**Run 1: cell area per tile**

7 x 7 tiles, from white (low) to dark blue (high), 0 to 100% covered.
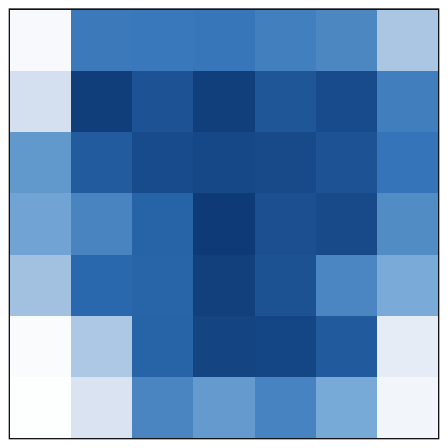
**Run 1: placement view**

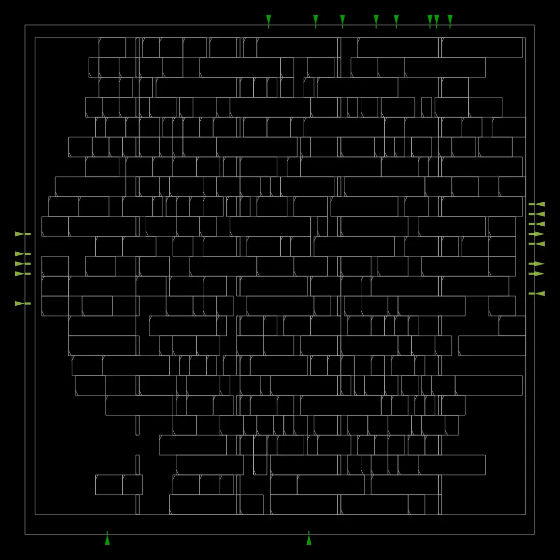
**Run 1: the metal 2 layer**

Cells faint in the background.
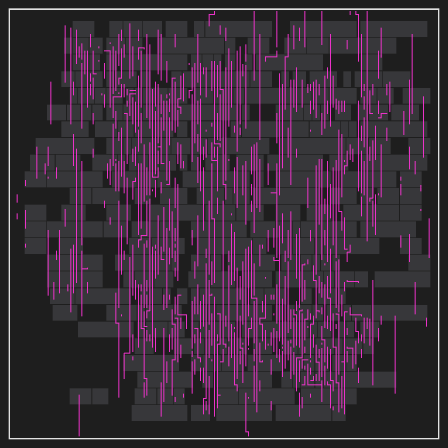
<file path="config.mk">
export PLATFORM = sky130hd
export DESIGN_NAME = ordered_ditherer
export DESIGN_NICKNAME = d
export VERILOG_FILES = /design/src/rtl/dither_pkg.sv /design/src/rtl/bayer_offset.sv /design/src/rtl/ordered_ditherer.sv
export SDC_FILE = /design/constraint.sdc
export NUM_CORES = 1
export LEC_CHECK = 0
export CORE_UTILIZATION = 63
export CTS_CLUSTER_SIZE = 30
export DETAILED_ROUTE_END_ITERATION = 12
export HOLD_SLACK_MARGIN = 0.05
export PLACE_DENSITY = 0.92
export SLEW_MARGIN = 25
export SYNTH_ARGS = -nofsm -noshare
export SYNTH_HDL_FRONTEND = slang
export SYNTH_HIERARCHICAL = 1
export SYNTH_SLANG_ARGS = --single-unit
export TNS_END_PERCENT = 20
</file>
<file path="constraint.sdc">
create_clock -name clk_in -period 6.16 [get_ports clk_in]
set_input_delay 0.924 -clock clk_in [delete_from_list [all_inputs] [get_ports clk_in]]
set_output_delay 0.924 -clock clk_in [all_outputs]
set_load 0.03 [all_outputs]
</file>
<file path="src/rtl/dither_pkg.sv">
// Shared types, Bayer matrix and saturation helper for the ordered ditherer.
// Frame-size defaults match the camera's 320x240 active window.
package dither_pkg;

  typedef logic [7:0] pixel_t;

  localparam int DEFAULT_FRAME_WIDTH  = 320;
  localparam int DEFAULT_FRAME_HEIGHT = 240;

  // Standard 4x4 ordered-dither matrix, indexed [row][column].
  localparam logic [3:0] BAYER4 [4][4] = '{
    '{4'd0,  4'd8,  4'd2,  4'd10},
    '{4'd12, 4'd4,  4'd14, 4'd6},
    '{4'd3,  4'd11, 4'd1,  4'd9},
    '{4'd15, 4'd7,  4'd13, 4'd5}
  };

  function automatic pixel_t sat8(input logic signed [9:0] value);
    if (value < 10'sd0) begin
      sat8 = 8'd0;
    end else if (value > 10'sd255) begin
      sat8 = 8'hFF;
    end else begin
      sat8 = value[7:0];
    end
  endfunction

endpackage

</file>
<file path="src/rtl/bayer_offset.sv">
// Combinational Bayer threshold offset: (BAYER4[y][x] - 8) <<< BAYER_SHIFT.
// BAYER_SHIFT is limited to 0..3 so the result always fits in signed 10 bits.
module bayer_offset
  import dither_pkg::*;
#(
  parameter int BAYER_SHIFT = 2
) (
  input  logic [1:0]        x,
  input  logic [1:0]        y,
  output logic signed [9:0] offset
);

  logic signed [9:0] centered;

  assign centered = $signed({6'd0, BAYER4[y][x]}) - 10'sd8;
  assign offset   = centered <<< BAYER_SHIFT;

endmodule

</file>
<file path="src/rtl/ordered_ditherer.sv">
// Raster-tracking 4x4 ordered ditherer, 8-bit gray in, 1-bit out, fixed 2-cycle latency.
// Define ERROR_DIFFUSION_EN to add 1D horizontal error diffusion ahead of the compare.
module ordered_ditherer
  import dither_pkg::*;
#(
  parameter int FRAME_WIDTH  = DEFAULT_FRAME_WIDTH,
  parameter int FRAME_HEIGHT = DEFAULT_FRAME_HEIGHT,
  parameter int BAYER_SHIFT  = 2
) (
  input  logic       clk_in,
  input  logic       rst_in,
  input  logic [7:0] gray_pixel_in,
  input  logic       gray_valid_in,
  input  logic       frame_start_in,
  input  logic [7:0] threshold_in,
  output logic       dithered_pixel,
  output logic       dithered_valid,
  output logic       frame_done_out
);

  localparam int XW = $clog2(FRAME_WIDTH);
  localparam int YW = $clog2(FRAME_HEIGHT);
  localparam logic [XW-1:0] X_LAST = XW'(FRAME_WIDTH - 1);
  localparam logic [YW-1:0] Y_LAST = YW'(FRAME_HEIGHT - 1);

  logic [XW-1:0]     x_q, px;
  logic [YW-1:0]     y_q, py;
  pixel_t            thr_q, thr_use, eff, adj;
  logic              start, last;
  logic signed [9:0] offset;

  logic              s1_valid, s1_last;
  pixel_t            s1_adj, s1_eff;
  logic              cmp;

  // A qualified frame start resyncs this very pixel to (0,0) with the fresh threshold.
  // NOTE: every signal written in always_comb gets a default first, so no latch is inferred.
  always_comb begin
    start   = gray_valid_in & frame_start_in;
    px      = x_q;
    py      = y_q;
    thr_use = thr_q;
    if (start) begin
      px      = '0;
      py      = '0;
      thr_use = threshold_in;
    end
    last = (px == X_LAST) && (py == Y_LAST);
  end

  bayer_offset #(
    .BAYER_SHIFT(BAYER_SHIFT)
  ) u_bayer_offset (
    .x      (px[1:0]),
    .y      (py[1:0]),
    .offset (offset)
  );

  assign eff = sat8($signed({2'b00, thr_use}) + offset);

  // NOTE: sequential state is assigned with <= only, so every flop samples pre-edge values.
  always_ff @(posedge clk_in or negedge rst_in) begin
    if (!rst_in) begin
      x_q   <= '0;
      y_q   <= '0;
      thr_q <= 8'd128;
    end else if (gray_valid_in) begin
      if (px == X_LAST) begin
        x_q <= '0;
        y_q <= (py == Y_LAST) ? '0 : py + 1'b1;
      end else begin
        x_q <= px + 1'b1;
        y_q <= py;
      end
      // Threshold only moves at frame boundaries so a sweep never tears a frame.
      if (start || last) begin
        thr_q <= threshold_in;
      end
    end
  end

  assign cmp = (s1_adj >= s1_eff);

`ifdef ERROR_DIFFUSION_EN
  logic signed [8:0] err_q, err_fwd, err_use;
  logic signed [9:0] err_half;

  // Forward the error of the pixel currently in stage 2 so back-to-back pixels see it.
  always_comb begin
    err_fwd = err_q;
    if (s1_valid) begin
      err_fwd = $signed({1'b0, s1_adj}) - (cmp ? 9'sd255 : 9'sd0);
    end
    err_use  = (px == '0) ? '0 : err_fwd;
    err_half = {err_use[8], err_use[8], err_use[8:1]};
  end

  assign adj = sat8($signed({2'b00, gray_pixel_in}) + err_half);

  always_ff @(posedge clk_in or negedge rst_in) begin
    if (!rst_in) begin
      err_q <= '0;
    end else begin
      err_q <= err_fwd;
    end
  end
`else
  assign adj = gray_pixel_in;
`endif

  always_ff @(posedge clk_in or negedge rst_in) begin
    if (!rst_in) begin
      s1_valid       <= 1'b0;
      s1_last        <= 1'b0;
      dithered_valid <= 1'b0;
      dithered_pixel <= 1'b0;
      frame_done_out <= 1'b0;
    end else begin
      s1_valid       <= gray_valid_in;
      s1_last        <= gray_valid_in & last;
      dithered_valid <= s1_valid;
      dithered_pixel <= s1_valid & cmp;
      frame_done_out <= s1_valid & s1_last;
    end
  end

  // NOTE: stage-1 data is only consumed when s1_valid is set, so these flops carry no reset.
  always_ff @(posedge clk_in) begin
    if (gray_valid_in) begin
      s1_adj <= adj;
      s1_eff <= eff;
    end
  end

endmodule
</file>
==> run summary, run 1 <==
run results: status finished clean, Synth Area per Inst 10.3 sq um, I/O Pins 23, ys async rst share 65.2%, Min-Delay Startpoint s1_valid, Unique cell types 60, HPWL reported at the end of detailed placement 3990 microns, die y size 69.7 microns, instance count on the critical path 11, IR drop worst, VDD 0.153 mV, number of hold buffers added after CTS 0, maximum fanout along the worst path 22, count of instantiated cells in the yosys netlist 282, number of logged tool warnings 26, power consumption 0.857 mW, TritonCTS clock tree built, measured slew at the worst slew-check pin 0.673 ns, final layout net count 334, Initial Util 66.0%, sum of routed wire length over all layers 5690 microns, Post-Route Skew 0.0113 ns, number of endpoints failing setup at the final stage 0, maximum number of pins on one net before global-route repair 41, PortBufs 22, layout cells sized above 1 13.5%, proportion of synthesized chip area in sequential cells 42.6%, area fraction of the dominant cell type after synthesis 25.1%, hold violation total from the final report 0, number of DRC markers after the initial detailed-route iteration 250, die width 69.7 microns, number of cell instances on the worst register-to-register path 10, CP cell instances clkdlybuf4s50_1 > nand2_2 > and2_1 > xnor2_1 > buf_4 > ha_1 > a21oi_1 > nand2_1 > a31oi_1 > xor2_1 > a21oi_1, vias per cell 6.39, highest achievable clock rate 0.219 GHz, clock-pin transition on the worst setup and hold timing paths 0.09 ns, core box area 4380 sq um, static leakage 1.34 nW, cts repair resizes 0, final tally of max-slew violations 0, Synth Warn # 6, number of global-route vias before repair 2083, kind of cell with the highest combined delay on the critical path buffers and inverters, global-route wire length before repair 9620 microns, Worst-Skew Late Latency 0.30 ns, number of cells on the worst hold path 0, post-layout minimum cycle time 4.57 ns, number of post-CTS setup repair buffers 0, flip-flops with a built-in enable 16, maximum level of the CTS H-tree 2, n_diodes 0, number of vias in the routed layout 2224, Setup TNS 0 ns, Setup CP Type in2reg, data arrival time of the critical path 4.59 ns, required time of the critical path 6.18 ns, unrepaired setup endpoints after global routing no, number of synthesized register bits 46, most repeated cell in the gate-level netlist after synthesis dfrtp_1, cell count after synthesis 282, DRC violations left 0, power density normalized to cell area 267 nW/um^2, Most common reg cell dfrtp_1, number of nets still failing antenna checks after routing 0, post-synthesis cell type with the largest combined area dfrtp_1, Wirelength per Cell 16.4 microns, die footprint 4860 sq um, final worst path period share 74.2%, Total GRT Usage 25.1%, top post-synthesis cells by area dfrtp_1, edfxtp_1, ha_1, mux2_2, nand2_1, TritonCTS Sinks 46, Netlist Area Pre-Place 2890 sq um, reg2reg start x_q[0], worst setup path startpoint frame_start_in, yosys stat area 2890 sq um, Root Driver clkbuf_8, maximum capacitance violations 0, detailed-routing iteration count for the pre-antenna-repair pass 5, Worst slew margin 55.0%, most used cell, CP a21oi_1, hold_ws 0.426 ns, number of antenna violations at the first check in global routing 0, final estimated routing congestion in global placement 0.869, Worst Path Buf+Inv 2, crit path capture type flop, leading post-synthesis cells by instance count dfrtp_1, nand2_1, ha_1, inv_1, Critical Path Max Stage Delay 0.90 ns, Congestion Overflow GR 0
Back to the opening pictures, 'cell area per tile':
fullest tile	96%
nearly empty tiles	2.0%
densest ninth of the die	center
emptiest ninth of the die	lower left

Back to the opening pictures, 'placement view':
cell row count: 24
Well Taps: 52
number of flip-flops and latches: 46
Final Core Density: 73.1%
number of fill cells in the layout: 282

Back to the opening pictures, 'the metal 2 layer':
share of all routed wire	48%
main direction	vertical
wire length on this layer	2730 microns
nets with wire on the layer	289

==> run 1: logic make-up (layout without fill, tap and decap cells) <==
| kind of cell | count (synthesis) | in the layout | synth area share, % |
|---|---|---|---|
| other cells | 1 | 2 | 0.130 |
| mux | 17 | 17 | 6.58 |
| flops | 46 | 46 | 42.6 |
| buf+inv | 38 | 51 | 6.01 |
| xor+xnor | 10 | 10 | 3.03 |
| simple gates | 79 | 79 | 15.9 |
| compound gates | 72 | 72 | 17.3 |
| fa+ha+maj | 19 | 19 | 8.48 |
==> run 1: cell type report <==
type                       count  area (sq um)  area share (%)
tap                           52          65.1            2.03
clock buffer                   5          68.8            2.15
timing repair buffer          25           243            7.57
clock inverter                 3          40.0            1.25
multi-input combinational    199          1490            46.4
inverter                      18          67.6            2.11
sequential                    46          1230            38.4
==> run 1: metal layers <==
layer,vias up,track usage (%),wire length (microns)
met2,101,39.9,2730
met4,0,9.56,139
met5,-,0,0
met1,1049,33.7,2470
met3,18,5.52,357
li1,1056,-,-
==> run 1: metrics by stage <==
| stage | std cells | instance area, sq um | setup slack (ns) |
|---|---|---|---|
| floorplan | 283 | 2900 | 2.76 |
| global placement | 340 | 3100 | 1.55 |
| detailed placement | 340 | 3100 | 1.35 |
| CTS | 348 | 3210 | 1.67 |
| global route | 348 | 3210 | 1.27 |
| finish | 348 | 3210 | 1.59 |
==> run 1: path summary, 6_finish.rpt <==
| path | to | slack, ns |
|---|---|---|
| worst max-delay path | s1_eff[3] | 1.59 |
| worst min-delay path | dithered_valid | 0.43 |
| worst max register to register | s1_eff[3] | 3.25 |
| worst min register to register | dithered_valid | 0.43 |
| max in group asynchronous | thr_q[7] | 4.85 |
| min in group asynchronous | x_q[4] | 0.99 |
==> run 1: cells in the final DEF (no fill, tap or decap), types with 5 or more instances in the layout <==
cell              n
edfxtp_1         16
nor3_1            6
clkbuf_8          5
nand2_1          19
clkdlybuf4s50_1  22
nand3_1           7
and2_1            5
inv_1            18
nor2_1           14
dfrtp_1          29
mux2_2           16
ha_1             18
xnor2_1           6
o21ai_0          14
a21oi_1          13
o2bb2ai_1         6
==> run 1: flip-flops by register name (all words and copies together), names as in the netlist <==
register / cells
thr_q: 8
s1_eff: 8
s1_valid: 1
y_q: 8
dithered_valid: 1
frame_done_out: 1
s1_adj: 8
x_q: 9
dithered_pixel: 1
s1_last: 1
==> run 1: worst register-to-register path, stage by stage, from the launching register on <==
cell,delay [ns]
dfrtp_1,0.35
a21bo_2,0.25
inv_1,0.11
xnor2_1,0.13
buf_4,0.25
ha_1,0.31
a21oi_1,0.33
nand2_1,0.11
a31oi_1,0.21
xor2_1,0.40
a21oi_1,0.17
==> run 1: report_power, final <==
group | switching, mW | internal (mW) | leakage [nW] | total, mW
combinational | 0.140 | 0.111 | 0.735 | 0.251
clock | 0.104 | 0.119 | 0.0579 | 0.224
sequential | 0.0220 | 0.360 | 0.547 | 0.382
total | 0.266 | 0.591 | 1.34 | 0.857
## Run 2: what changed since run 1
CORE_UTILIZATION = 53   (was 63)
PLACE_DENSITY = 0.84   (was 0.92)
clock period = 3.9 ns   (was 6.16 ns; I/O delays follow)
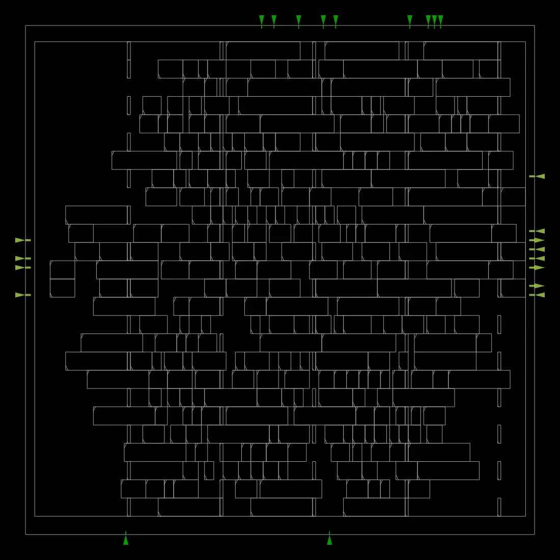
**Above:** run 2 (placement view).
Final Core Density: 62.8%
Cell Count, Final, Fillers Out: 368

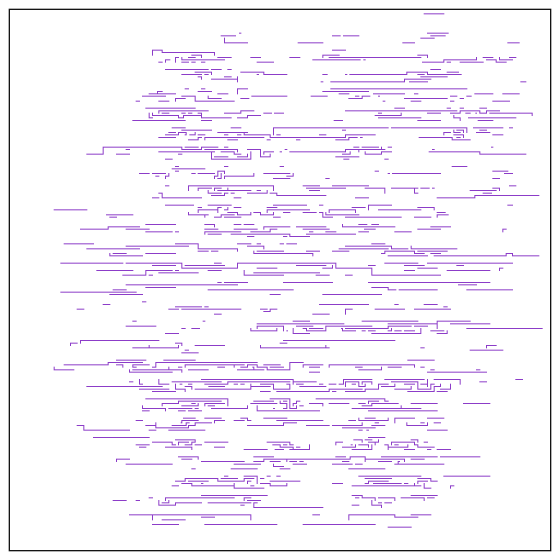
**Above:** run 2 (metal 1).
nets with wire on the layer	315
wire length on this layer	2410 microns
main direction	horizontal
longest straight run	19.1 microns
share of all routed wire	46%
sum of routed wire length over all layers: 5280 microns
met1 Usage GRT: 26.3%

==> run 2 against run 1 <==
  * Combinational power increased by 56%
  * Final cell count is 5.7% higher
  * Sequential cell count unchanged
  * Clock skew is 0.0061 ns lower
==> run summary, run 2 <==
run results: status finished clean, AND-OR/OR-AND Cells, Area Fraction 17.3%, number of endpoints failing setup at the final stage 0, Most common reg cell dfrtp_1, data arrival time of the critical path 3.49 ns, final layout net count 336, Wirelength per Cell 14.4 microns, HPWL reported at the end of detailed placement 3850 microns, number of nets still failing antenna checks after routing 0, number of synthesized register bits 46, CP cell instances clkdlybuf4s50_1 > nand2_2 > and2_1 > xnor2_1 > ha_1 > a21oi_1 > nand2_1 > a31oi_1 > xor2_1 > a21oi_1, layout cells sized above 1 14.1%, cts repair resizes 0, number of cells on the worst hold path 0, final worst path period share 88.4%, area of the multi-input gates 1490 sq um, cell count after placement 360, I/O Pins 23, global-route wire length before repair 8730 microns, crit path capture type flop, power density normalized to cell area 416 nW/um^2, required time of the critical path 3.94 ns, core box area 5170 sq um, number of antenna violations at the first check in global routing 0, met3 routed WL 222 microns, Congestion Overflow GR 0, detailed-routing iteration count for the pre-antenna-repair pass 4, clock-pin transition on the worst setup and hold timing paths 0.09 ns, Netlist Area Pre-Place 2890 sq um, maximum fanout along the worst path 16, hold violation total from the final report 0, final estimated routing congestion in global placement 0.937, Top Layout Cells dfrtp_1, clkdlybuf4s50_1, nand2_1, Total GRT Usage 20.3%, cell row count 26, yosys stat area 2890 sq um, leading post-synthesis cells by instance count dfrtp_1, nand2_1, ha_1, inv_1, number of post-CTS setup repair buffers 0, unrepaired setup endpoints after global routing no, synthesized-area fraction occupied by xor and xnor cells 3.03%, number of flip-flops under the largest register name 9, proportion of synthesized chip area in sequential cells 42.6%, TritonCTS clock tree built, biggest combinational cell group after synthesis AND-OR/OR-AND gates, Post-Route Skew 0.00519 ns, number of global-route vias before repair 1948, area fraction of the dominant cell type after synthesis 25.1%, vias per cell 5.75, kind of cell with the highest combined delay on the critical path simple AND/OR/NAND/NOR gates, measured slew at the worst slew-check pin 0.525 ns, maximum capacitance violations 0, adder and majority cell fraction of the synthesized area 8.48%, number of vias in the routed layout 2116, Metal-1 WL 2410 microns, Worst Path Buf+Inv 1, number of fill cells in the layout 403, Initial Util 55.9%, final tally of max-slew violations 0, Worst-Skew Late Latency 0.30 ns, Setup CP Type in2reg, Root Driver clkbuf_8, static leakage 1.34 nW, cell count after synthesis 282, Synth Area per Inst 10.3 sq um, TritonCTS Sinks 46, die footprint 5750 sq um
==> run 2: metrics by stage <==
step	total power, mW	hold slack (ns)	area (sq um)	setup WS, ns	util [%]
after detailed placement	0.998	0.429	3130	0.162	60.6
after global routing	1.43	0.464	3250	0.158	62.8
final	1.35	0.433	3250	0.452	62.8
after global placement	0.980	0.411	3130	0.289	60.6
after floorplan	0.897	0.289	2900	0.836	-
after CTS	1.36	0.450	3250	0.468	62.8
==> run 2: area by class of cell <==
type                       instances  area share, %
clock inverter                     3           1.39
sequential                        46           37.9
timing repair buffer              27           7.94
inverter                          18           2.08
multi-input combinational        199           45.8
tap                               70           2.70
clock buffer                       5           2.12
==> run 2: kinds of logic after synthesis <==
| group | after synthesis |
|---|---|
| AND-OR/OR-AND | 72 |
| XOR/XNOR | 10 |
| adder cells (fa/ha/maj) | 19 |
| buffers and inverters | 38 |
| flip-flops | 46 |
| multiplexers | 17 |
| other | 1 |
| AND/OR/NAND/NOR | 79 |
==> run 2: path summary, 6_finish.rpt <==
kind	start	slack (ns)	end
setup / recovery	gray_valid_in	0.45	s1_eff[1]
hold / removal	s1_valid	0.43	dithered_valid
setup reg to reg	x_q[0]	1.21	s1_eff[1]
hold reg to reg	s1_valid	0.43	dithered_valid
max in group asynchronous	rst_in	2.93	thr_q[7]
min in group asynchronous	rst_in	0.66	x_q[8]
==> run 2: report_power, final <==
| group | total [mW] | internal [mW] | switching (mW) |
|---|---|---|---|
| Clock | 0.360 | 0.191 | 0.169 |
| Combinational | 0.391 | 0.178 | 0.213 |
| Sequential | 0.600 | 0.569 | 0.0313 |
| Total | 1.35 | 0.937 | 0.414 |
==> run 2: layer usage <==
layer	vias up	global-route usage, %
met5	-	0
met4	0	7.82
met3	11	3.84
met2	50	33.5
met1	993	26.3
li1	1062	-
## Run 3: what changed since run 2
GPL_TIMING_DRIVEN = 0   (was unset)
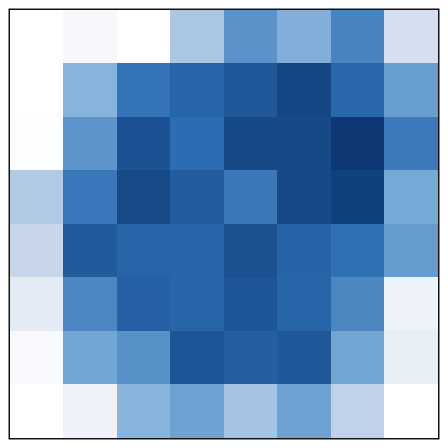
**Above:** run 3 (cell area per tile).
8 x 8 tiles, from white (low) to dark blue (high), 0 to 100% covered.
densest ninth of the die	center
fullest tile	97%
mean over tiles	56%
tiles over 75% full	39%
core box area: 5170 sq um
Final Core Density: 63.8%

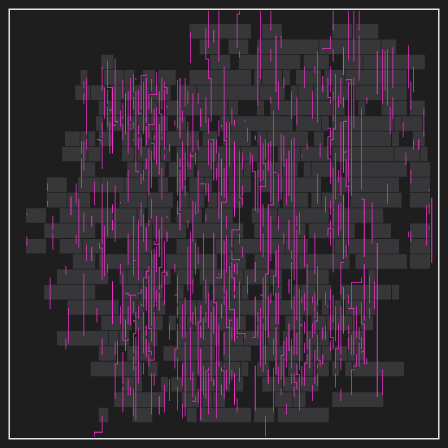
**Above:** run 3 (the metal 2 layer).
Cells faint in the background.
share of all routed wire	47%
main direction	vertical
longest straight run	27.2 microns
nets with wire on the layer	299
sum of routed wire length over all layers: 5430 microns
number of vias in the routed layout: 2212

==> run 3 against run 2 <==
  * Via count rose by 4.5%
  * Final cell count rose by 4.1%
  * Cell area rose by 1.5%
  * Synthesized area did not move
  * Largest cell class unchanged
==> run summary, run 3 <==
run results: final worst path period share 91.7%, dpl ws -0.772 ns, area of the multi-input gates 1500 sq um, Clock power frac 21.7%, Cell Int Power 0.876 mW, ys async rst share 65.2%, highest-count logic cell in the final layout dfrtp_1, clock-pin transition on the worst setup and hold timing paths 0.08 ns, n_diodes 0, number of post-CTS setup repair buffers 0, DRC violations left 0, number of global-route vias before repair 2075, required time of the critical path 3.92 ns, Initial Util 55.9%, flip-flops with a built-in enable 16, kind of cell with the highest combined delay on the critical path AND-OR/OR-AND gates, hold violation total from the final report 0, cts repair resizes 3, Wirelength per Cell 14.2 microns, Post-Route Skew 0.00941 ns, proportion of synthesized chip area in sequential cells 42.6%, TritonCTS Sinks 46, measured slew at the worst slew-check pin 0.652 ns, number of fill cells in the layout 411, crit path capture type flop, Critical Path Max Stage Delay 0.55 ns, Synth Area per Inst 10.3 sq um, status finished clean, register cell area after layout 1230 sq um, power consumption 1.28 mW, number of logged tool warnings 26, final layout net count 351, final tally of max-slew violations 0, number of synthesized register bits 46, number of cell instances on the worst register-to-register path 10, endpoint of the lowest-slack register-to-register path s1_eff[2], R2R setup slack 1.08 ns, CP cell instances clkdlybuf4s15_2 > nand2_2 > and2_1 > xnor2_2 > buf_4 > ha_1 > a21oi_1 > nand2_1 > a31oi_1 > xor2_2 > a21oi_1, number of nets still failing antenna checks after routing 0, post-layout minimum cycle time 3.58 ns, I/O Pins 23, highest achievable clock rate 0.280 GHz, number of antenna violations at the first check in global routing 0, reg2reg start x_q[0], number of flip-flops under the largest register name 9, Unique cell types 60
==> run 3: cell counts after synthesis <==
Identical to the previous run, type by type.
==> run 3: layer usage <==
metal / track usage, % / up-vias / wire length, microns
met4: 6.38 / 0 / 56
met2: 35.0 / 73 / 2560
met1: 27.8 / 1049 / 2530
met5: 0 / - / 0
met3: 3.44 / 6 / 281
li1: - / 1084 / -
==> run 3: worst register-to-register path, delay by kind of cell (launching register included) <==
family          cells  cell delay [ns]
simple gates        1             0.12
fa+ha+maj           1             0.26
buf+inv             2             0.24
compound gates      4             0.98
flops               1             0.39
xor+xnor            2             0.56
==> run 3: logic make-up after synthesis <==
logic type	synth area share, %
flops	42.6
other cells	0.130
simple gates	15.9
mux	6.58
fa+ha+maj	8.48
xor+xnor	3.03
compound gates	17.3
buf+inv	6.01
==> run 3: layout make-up <==
type                       count  area share [%]
clock buffer                   6            2.20
clock inverter                 2           0.266
inverter                      18            2.05
multi-input combinational    199            45.6
timing repair buffer          22            6.56
sequential                    46            37.4
tap                           70            2.66
buffer                        20            3.30
==> run 3: stage by stage <==
stage	setup TNS, ns	instance area, sq um	util (%)
after floorplan	0	2900	-
after global placement	-11.55	3200	61.9
after detailed placement	-12.71	3200	61.8
after CTS	0	3280	63.4
after global routing	0	3300	63.8
final	0	3300	63.8
==> run 3: worst max path at each step <==
stage                         startpoint   endpoint  cells past startpoint
after floorplan           frame_start_in  s1_eff[0]                     11
after detailed placement   gray_valid_in  s1_eff[2]                     11
after global placement     gray_valid_in  s1_eff[0]                     11
final                      gray_valid_in  s1_eff[2]                     11
after CTS                 frame_start_in  s1_eff[2]                     12
after global routing       gray_valid_in  s1_eff[2]                     11
==> run 3: power groups by stage <==
| stage | clock [mW] | sequential (mW) | combinational [mW] |
|---|---|---|---|
| after detailed placement | 0 | 0.609 | 0.392 |
| after CTS | 0.283 | 0.599 | 0.399 |
| after floorplan | 0 | 0.607 | 0.291 |
| final | 0.278 | 0.599 | 0.405 |
| after global routing | 0.304 | 0.606 | 0.456 |
| after global placement | 0 | 0.606 | 0.382 |

==> layout pictures side by side <==
Register map, names as in the netlist.
Other sequential cells in the stronger gray, the rest of the logic in the fainter gray.
Plate I
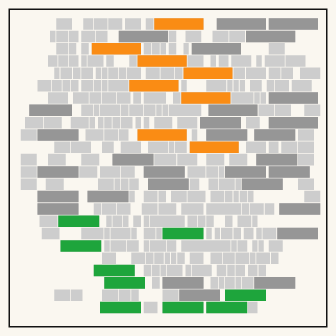
Plate II
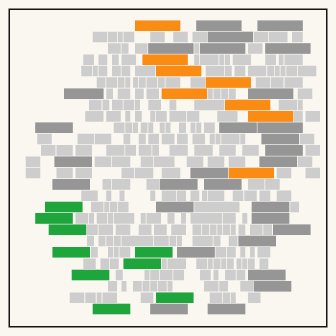
run 1: Plate I
run 2: Plate II

Key to Plate II:
color	netlist name	sequential cells
orange	s1_eff	8
green	x_q	9

No activity file was given, so power comes from the tool's default toggle rates.
